===== config.mk =====
export PLATFORM = sky130hd
export DESIGN_NAME = engine_sched
export DESIGN_NICKNAME = d
export VERILOG_FILES = /design/src/rtl/engine_sched.sv
export SDC_FILE = /design/constraint.sdc
export NUM_CORES = 1
export LEC_CHECK = 0
export ABC_CLOCK_PERIOD_IN_PS = 5200
export CAP_MARGIN = 30
export CORE_UTILIZATION = 50
export DETAILED_ROUTE_END_ITERATION = 16
export PLACE_DENSITY = 0.7
export SYNTH_ARGS = -nofsm -noshare
export SYNTH_HDL_FRONTEND = slang
export SYNTH_SLANG_ARGS = --single-unit

===== constraint.sdc =====
create_clock -name CLK -period 5.2 [get_ports CLK]
set_input_delay 0.78 -clock CLK [delete_from_list [all_inputs] [get_ports CLK]]
set_output_delay 0.78 -clock CLK [all_outputs]
set_load 0.1 [all_outputs]

===== src/rtl/engine_sched.sv =====
// Start-pulse scheduler: gives each core N_PHASES evenly spaced one-cycle start pulses
// per PERIOD-cycle round, with run/drain control and a mask that changes only between rounds.
module engine_sched #(
   parameter int N_CORES  = 3,
   parameter int N_PHASES = 2,
   parameter int PERIOD   = 144
) (
   input  logic                                 CLK,
   input  logic                                 RESET,
   input  logic                                 run,
   input  logic [N_CORES-1:0]                   core_mask,
   output logic                                 busy,
   output logic [N_CORES-1:0]                   core_start,
   output logic [N_CORES*((N_PHASES > 1) ? $clog2(N_PHASES) : 1)-1:0] core_phase
);
   localparam int PH_W     = (N_PHASES > 1) ? $clog2(N_PHASES) : 1;
   localparam int CW       = (PERIOD > 1) ? $clog2(PERIOD) : 1;
   localparam int INTERVAL = PERIOD / (N_CORES * N_PHASES);
   localparam int SEG      = PERIOD / N_PHASES;

   if (PERIOD % (N_CORES * N_PHASES) != 0) begin : g_bad_period
      $error("engine_sched: PERIOD must be a multiple of N_CORES*N_PHASES");
   end
   if (INTERVAL < 1) begin : g_bad_interval
      $error("engine_sched: INTERVAL must be at least 1");
   end

   typedef enum logic [1:0] {IDLE, RUN, DRAIN} state_t;

   state_t                    state_q, state_d;
   logic [CW-1:0]             cnt_q, cnt_d;
   logic [CW-1:0]             drain_cnt_q, drain_cnt_d;
   logic [N_CORES-1:0]        mask_q, mask_d;
   logic [N_CORES-1:0]        start_q, start_d;
   logic [N_CORES*PH_W-1:0]   phase_q, phase_d;
   logic                      last_q;
   logic [CW-1:0]             cnt_inc;

   assign last_q  = (cnt_q == CW'(PERIOD - 1));
   assign cnt_inc = last_q ? '0 : cnt_q + 1'b1;

   always_comb begin
      state_d     = state_q;
      cnt_d       = cnt_q;
      drain_cnt_d = drain_cnt_q;
      mask_d      = mask_q;
      start_d     = '0;
      phase_d     = phase_q;
      case (state_q)
         IDLE: begin
            cnt_d       = '0;
            drain_cnt_d = '0;
            if (run) begin
               state_d = RUN;
               mask_d  = core_mask;
            end
         end
         RUN: begin
            cnt_d = cnt_inc;
            // The slot on the last round cycle still sees the old mask_q.
            if (last_q) mask_d = core_mask;
            if (run) begin
               for (int i = 0; i < N_CORES; i++) begin
                  for (int p = 0; p < N_PHASES; p++) begin
                     if (mask_q[i] && int'(cnt_q) == p * SEG + i * INTERVAL) begin
                        start_d[i]                = 1'b1;
                        phase_d[i*PH_W +: PH_W]   = PH_W'(p);
                     end
                  end
               end
            end else begin
               state_d     = DRAIN;
               drain_cnt_d = '0;
            end
         end
         DRAIN: begin
            cnt_d       = cnt_inc;
            drain_cnt_d = drain_cnt_q + 1'b1;
            if (drain_cnt_q == CW'(PERIOD - 1)) begin
               state_d     = IDLE;
               cnt_d       = '0;
               drain_cnt_d = '0;
            end
         end
         default: state_d = IDLE;
      endcase
   end

   always_ff @(posedge CLK or posedge RESET) begin
      if (RESET) begin
         state_q     <= IDLE;
         cnt_q       <= '0;
         drain_cnt_q <= '0;
         mask_q      <= '0;
         start_q     <= '0;
         phase_q     <= '0;
      end else begin
         state_q     <= state_d;
         cnt_q       <= cnt_d;
         drain_cnt_q <= drain_cnt_d;
         mask_q      <= mask_d;
         start_q     <= start_d;
         phase_q     <= phase_d;
      end
   end

   assign busy       = (state_q != IDLE);
   assign core_start = start_q;
   assign core_phase = phase_q;
endmodule


==> flow_summary.ini, run 1 <==
; physical design summary
[power_and_ir_drop]
clkPwrFrac_pct = 14.2
powerSeq_mw = 0.263
leakagePower_nw = 0.7632
powerComb_mw = 0.276
switching_power_mw = 0.2665
seqPwrFrac_pct = 41.9
power.internal_mw = 0.3614
swShare_pct = 42.44
p_clk_mw = 0.0889
cellPowerDensity_mw_per_mm2 = 350.5

[synthesis]
fa_ha_area_share_pct = 5.443
synth-simple-area-share_pct = 24.73
muxShareOfSynthArea_pct = 1.866
syn_area_mm2 = 0.001609
ys_sh_aoi_pct = 19.13
synthesis.nets = 187
ys_cells = 174
synth.logic.top_family = simple AND/OR/NAND/NOR gates
synth_seq_share_pct = 41.99
synthFlopType = dfrtp_1
synth-xor-area-share_pct = 1.633

[final_layout]
fillers = 267
clkCellAreaFrac_pct = 1.466
seq_area_share_pct = 37.71
buf_share_pct = 8.240
reg.largest.list = cnt_q: 8 flops, drain_cnt_q: 8 flops
regArea_um2 = 675.6
antenna_cells = 0
seq_cells = 27
comb_share_pct = 47.42
lay_top_count = dfrtp_1
logic_area_um2 = 849.6
largest_class = logic gates
drive_above_1_share_pct = 7.609
final_cells = 228
area_delta_synth_final_pct = 11.35
layout.nets = 198

[global_routing]
grt_util_all_layers_pct = 20.96
grt_pass1_wl_um = 5589
grt_pass1_vias = 1303

[drt]
ant_nets = 0
viasPerCell = 5.618
top_layer = met4
drt_first_pass_iters = 4
route.detailed.drc = 0

[worst_setup_path]
reg2reg_to = drain_cnt_q[7]$_DFFE_PP0P_
rrSetupSlack_ns = 3.13
cp_num_buf_inv = 3
crit_top_cell = inv_1
r2r-start = state_q[0]$_DFFE_PP0P_
arrival_ns = 2.39
endpoint = busy
cp_max_fo = 8
worstSetupStartpointType = flip-flop

[placed_design]
place_area_mm2 = 0.001765
placed_cells = 224
routabilityCongestion = 0.7908
numPortBuffers = 12

[flow_run]
maxCapViolCount = 0

[hold_path]
hold_class = reg2reg
min_path_cells = 2
hold_path_end = drain_cnt_q[1]$_DFFE_PP0P_

[clocking]
root_buffer = clkbuf_4
cts_max_path_buffers = 2
cts-resized-gates = 0
htreeDepth = 1
cts_tree = built

[sta]
tightest_slew_ns = 0.9711
holdWs_ns = 0.5348
hold_viol_final = 0
post-route-min-period_ns = 3.170
finClkSkew_ns = 0.01458
slew_headroom_pct = 35.06

[floorplan]
ioPinCount = 13
initCoreUtil_pct = 52.70
die_w_um = 58.73

[status]
status = completed
Figure 1. Met1 routing (run 1).
The bar under the picture is 20 um long.
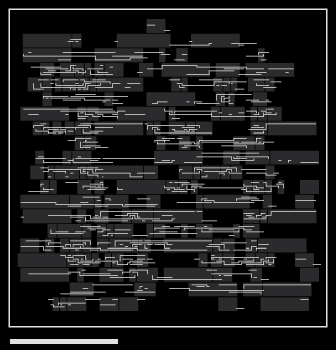
wire length on this layer: 1,440 um
main direction: horizontal
share of all routed wire: 46%
via count: 1,281
met1 global-route usage: 25.39%
Total Wirelength: 3113 um

Figure 2. The metal 2 layer (run 1).
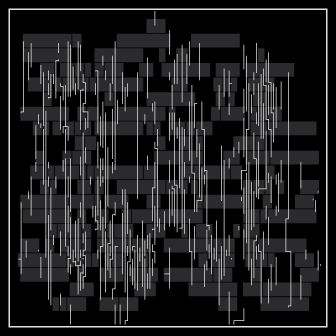
share of all routed wire: 52%
wire length on this layer: 1,610 um
nets with wire on the layer: 158
main direction: vertical
met2 Use GR: 38.80%

Figure 3. Met3 routing (run 1).
The bar under the picture is 20 um long.
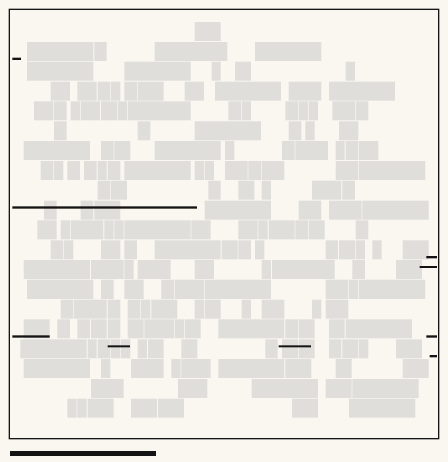
longest straight run: 25.1 um
share of all routed wire: 1.4%
nets with wire on the layer: 8
wire length on this layer: 42.8 um
met3 usage: 1.978%

Figure 4. Cell placement (run 1).
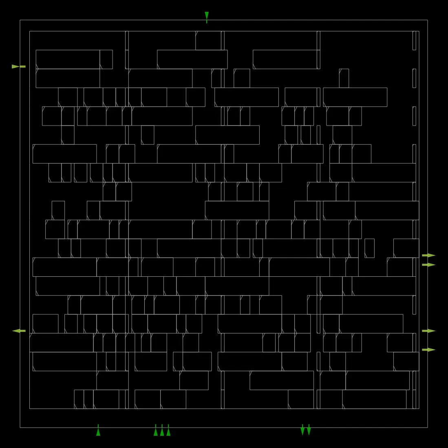

==> inputs of run 2 (changes only) <==
Settings changed: ABC_CLOCK_PERIOD_IN_PS 5200 to 2500, PLACE_DENSITY 0.7 to 0.73.
Clock period 5.2 ns to 2.5 ns, I/O delays scaled along.
Figure 5. Cell placement (run 2).
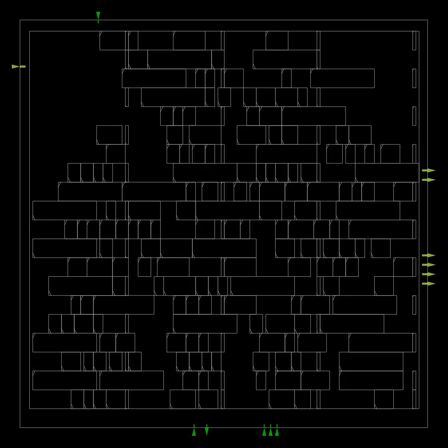
non-filler cells, final: 229
Core Region: 0.003053 mm2
final core utilization: 57.70%
fillcell total: 286

==> run 2 against run 1 <==
Net effect: core utilization down 0.98 points; flip-flop count unchanged; die area unchanged; via count up 4.1%; combinational power up 110%; area after synthesis unchanged.
==> flow_summary.ini, run 2 <==
; physical design summary
[final_layout]
final_layout_top_logic_cells = dfrtp_1, nand2_1, o21ai_0
clkCellAreaFrac_pct = 1.491
seq_cells = 27
comb_cells = 130
buf_share_pct = 6.676
regArea_um2 = 675.6
area_delta_synth_final_pct = 9.487
drive_above_1_share_pct = 11.89
largest_class = logic gates
antenna_cells = 0
lay_top_count = dfrtp_1
layout.nets = 199
reg.largest.list = cnt_q: 8 flops, drain_cnt_q: 8 flops
n_clock_buffer = 4
buffers_excl_clock = 14
design_area_mm2 = 0.001762
logic_area_um2 = 849.6
seq_area_share_pct = 38.35
comb_share_pct = 48.22

[drt]
route.detailed.drc = 0
wire_per_inst_um = 13.97
routed_wl_um = 3198
ant_nets = 0
dr.first_iter.drc_count = 67
vias = 1334
wl_met2_um = 1713
drt_first_pass_iters = 6
routedLengthMet1_um = 1349
top_layer = met4
viasPerCell = 5.825

[flow_run]
tool_warnings = 30
maxCapViolCount = 0

[worst_setup_path]
cp_slowest_cell = or4_1
crit_top_cell = a21o_1
criticalPathCategory = reg2reg
rrSetupSlack_ns = 0.52
end_kind = flip-flop
worstPathRequired_ns = 2.77
cp_num_buf_inv = 1
path_cells = inv_1, ha_1, a21o_1, or4_1, a21oi_1, a21o_1
worstSetupStartpointType = flip-flop
arrival_ns = 2.25
cp_max_fo = 16
r2r-start = state_q[1]$_DFFE_PP0P_
endpoint = drain_cnt_q[5]$_DFFE_PP0P_
cp.depth = 6
reg2reg_to = drain_cnt_q[5]$_DFFE_PP0P_
worstSetupStartpoint = state_q[1]$_DFFE_PP0P_
path_delay_family = AND-OR/OR-AND gates

[synthesis]
syn_inst = 174
syn_area_mm2 = 0.001609
synth-xor-area-share_pct = 1.633
synth-async-reset-ratio_pct = 100.0
muxShareOfSynthArea_pct = 1.866
synthFlopType = dfrtp_1
ys_cells = 174
yosysMostFrequentCell = dfrtp_1
synth_seq_share_pct = 41.99
fa_ha_area_share_pct = 5.443
synth.logic.top_family = simple AND/OR/NAND/NOR gates
area_leaders = dfrtp_1, ha_1, o21ai_0
synth_flops = 27
ys_chip_area_mm2 = 0.001609
ys_sh_aoi_pct = 19.13
synthesis.nets = 187
synth-edff-count = 0
top_cell_area_share_pct = 41.99
top_area_cell = dfrtp_1
synth_area_per_cell_um2 = 9.247
synth-simple-area-share_pct = 24.73
synthDistinctLibCells = 41

[sta]
final.setup.tns_ns = 0
period_used_pct = 79.01
maxSlewViolCount = 0
post-route-min-period_ns = 1.975
setup_slack_ns = 0.5247
rsz0062_at_grt = no
holdWs_ns = 0.3801
hold_viol_final = 0
tightest_slew_ns = 0.4585
slew_headroom_pct = 69.00
finClkSkew_ns = 0.009414

[power_and_ir_drop]
ir_drop_mv = 0.3530
combPwrFrac_pct = 43.7
powerComb_mw = 0.575
switching_power_mw = 0.5688
seqPwrFrac_pct = 41.8
p_clk_mw = 0.190
powerSeq_mw = 0.550
power.internal_mw = 0.7462
clkPwrFrac_pct = 14.4
leakagePower_nw = 0.7715
swShare_pct = 43.26
cellPowerDensity_mw_per_mm2 = 746.5

[floorplan]
initCoreUtil_pct = 52.70
ioPinCount = 13
taps = 44
die_h_um = 58.73
die_w_um = 58.73
dieArea_mm2 = 0.003449
rows = 20

[global_routing]
grt_pass1_wl_um = 5623
met2_usage_pct = 38.80
grtUsageMet1_pct = 24.47
grt-ovfl-total = 0
use_met3_pct = 4.835
grt_pass1_vias = 1289
antenna_found_initial = 0
grt_util_all_layers_pct = 21.32

[clocking]
root_buffer = clkbuf_4
clock_sinks = 27
cts_max_path_buffers = 2
htreeDepth = 1
cts_tree = built
cts-resized-gates = 0
postCtsSetupBuffers = 0
clock_latency_ns = 0.33

[status]
status = completed

[hold_path]
hold_class = in2async

[placed_design]
place_area_mm2 = 0.001735
routabilityCongestion = 0.8254
placed_cells = 225
numPortBuffers = 12
No activity file was given, so power comes from the tool's default toggle rates.
